==> config.mk <==
export PLATFORM = sky130hd
export DESIGN_NAME = scaler_ctrl_flat
export DESIGN_NICKNAME = d
export VERILOG_FILES = /design/src/rtl/scaler_ctrl_if.sv /design/src/rtl/scaler_ctrl.sv /design/src/flat_wrapper.sv
export SDC_FILE = /design/constraint.sdc
export NUM_CORES = 1
export LEC_CHECK = 0
export CORE_AREA = 2 2 100 102
export DETAILED_ROUTE_END_ITERATION = 10
export DIE_AREA = 0 0 102 104
export PLACE_DENSITY = 0.86
export SLEW_MARGIN = 20
export SYNTH_ARGS = -nofsm -noshare
export SYNTH_HDL_FRONTEND = slang
export SYNTH_SLANG_ARGS = --single-unit
==> constraint.sdc <==
create_clock -name clk -period 5.4 [get_ports clk]
set_input_delay 1.08 -clock clk [delete_from_list [all_inputs] [get_ports clk]]
set_output_delay 1.08 -clock clk [all_outputs]
set_load 0.005 [all_outputs]
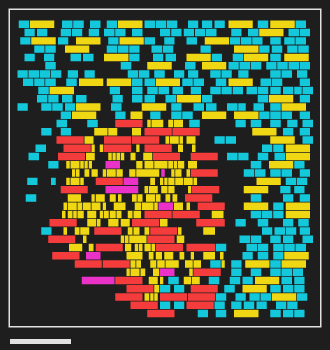
**Above:** placement by cell class.
The bar under the picture is 20 um long.
[remaining logic cells] yellow | cells: 200 | share of their area: 35%
[clock drivers and dummy loads] magenta | cells: 8 | share of their area: 2.3%
[remaining buffers and delay cells] cyan | cells: 257 | share of their area: 44%
[registers] red | cells: 43 | share of their area: 19%
flop share of the area: 18.1%
final design utilization: 62.6%
fin area: 0.00597 mm^2
Core ar.: 0.00955 mm^2
# rows: 36

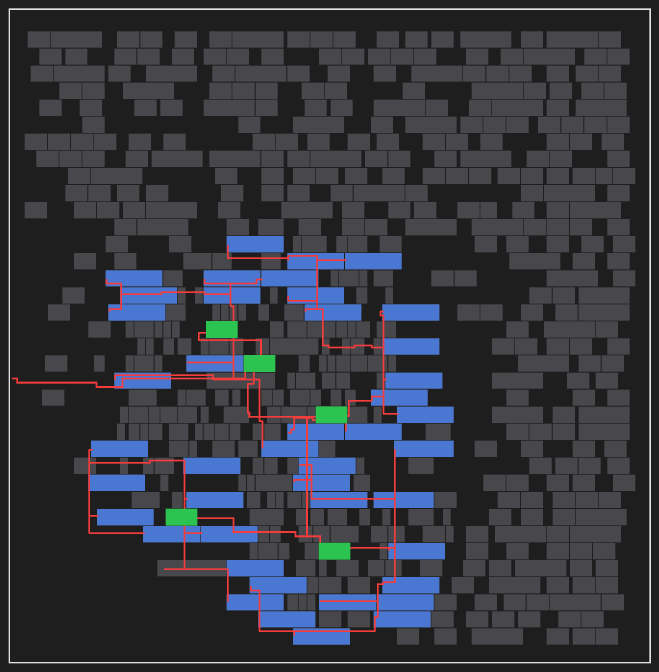
**Above:** routed clock nets over the placement.
[clock wires] red | length: 505 um
[clock-net drivers] green | count: 5
[flip-flops] blue | count: 43
routed clock nets: 6
P_clk: 296 uW
Late-Pin Clk Latency: 300 ps
Layout Skew: 10.4 ps
relative contribution of the clock network to total power: 12.7%

==> flow_summary_export.csv <==
group,metric,value,unit
outcome,status,"completed",
sta,layout_min_cycle_time,3690,ps
worst_setup_path,cpLargestDelayFamily,"buffers and inverters",
cells_and_area,num-clock-buffers,6,
global_route,initial_antenna_violation_count,1,
global_route,grt_util_overall,27.9,%
sta,transition_time_at_the_pin_with_the_least_slew_margin,1120,ps
worst_setup_path,path_cells,"buf_4 -> mux4_2 -> clkdlybuf4s50_1",
cells_and_area,top_cell_excl_fill_tap,"sky130_fd_sc_hd__clkdlybuf4s50_1",
synthesis,yosys.area_share.xor_xnor,6.08,%
cells_and_area,nonClockInverterCount,11,
clock_tree,cts_setup_buffers,0,
synthesis,synth.mux.area_fraction,35.2,%
synthesis,syn_nets,457,
power,power-per-cell-area,391,mW/mm^2
floorplanning,die_h,104,um
worst_setup_path,r2r_slack,2630,ps
worst_setup_path,worstSetupPathDepth,3,
sta,final_critical_path_setup_slack,1710,ps
synthesis,topCombFamilyByArea,"multiplexers",
[report_power, final]
group          switching, mW  total, mW  leakage [nW]  internal, mW
Sequential             0.156      0.546         0.568         0.390
Combinational          0.561       1.49          1.59         0.930
Clock                  0.111      0.296        0.0654         0.185
[cells by family after synthesis]
group           after synthesis
simple gates                 99
mux                          52
flops                        43
buf+inv                      27
xor+xnor                     22
compound gates               14
fa+ha+maj                     2
[per-layer routing]
| metal | wire length [um] | share of wire [%] | vias up | global-route usage (%) |
|---|---|---|---|---|
| li1 | - | - | 1494 | - |
| met1 | 5890 | 39 | 1681 | 35.2 |
| met2 | 6960 | 46 | 190 | 42.6 |
| met3 | 2260 | 15 | 14 | 15.9 |
| met4 | 146 | 0.96 | 0 | 4.10 |
| met5 | 0 | 0 | - | 0 |
Power is estimated from default activity; no workload was simulated.
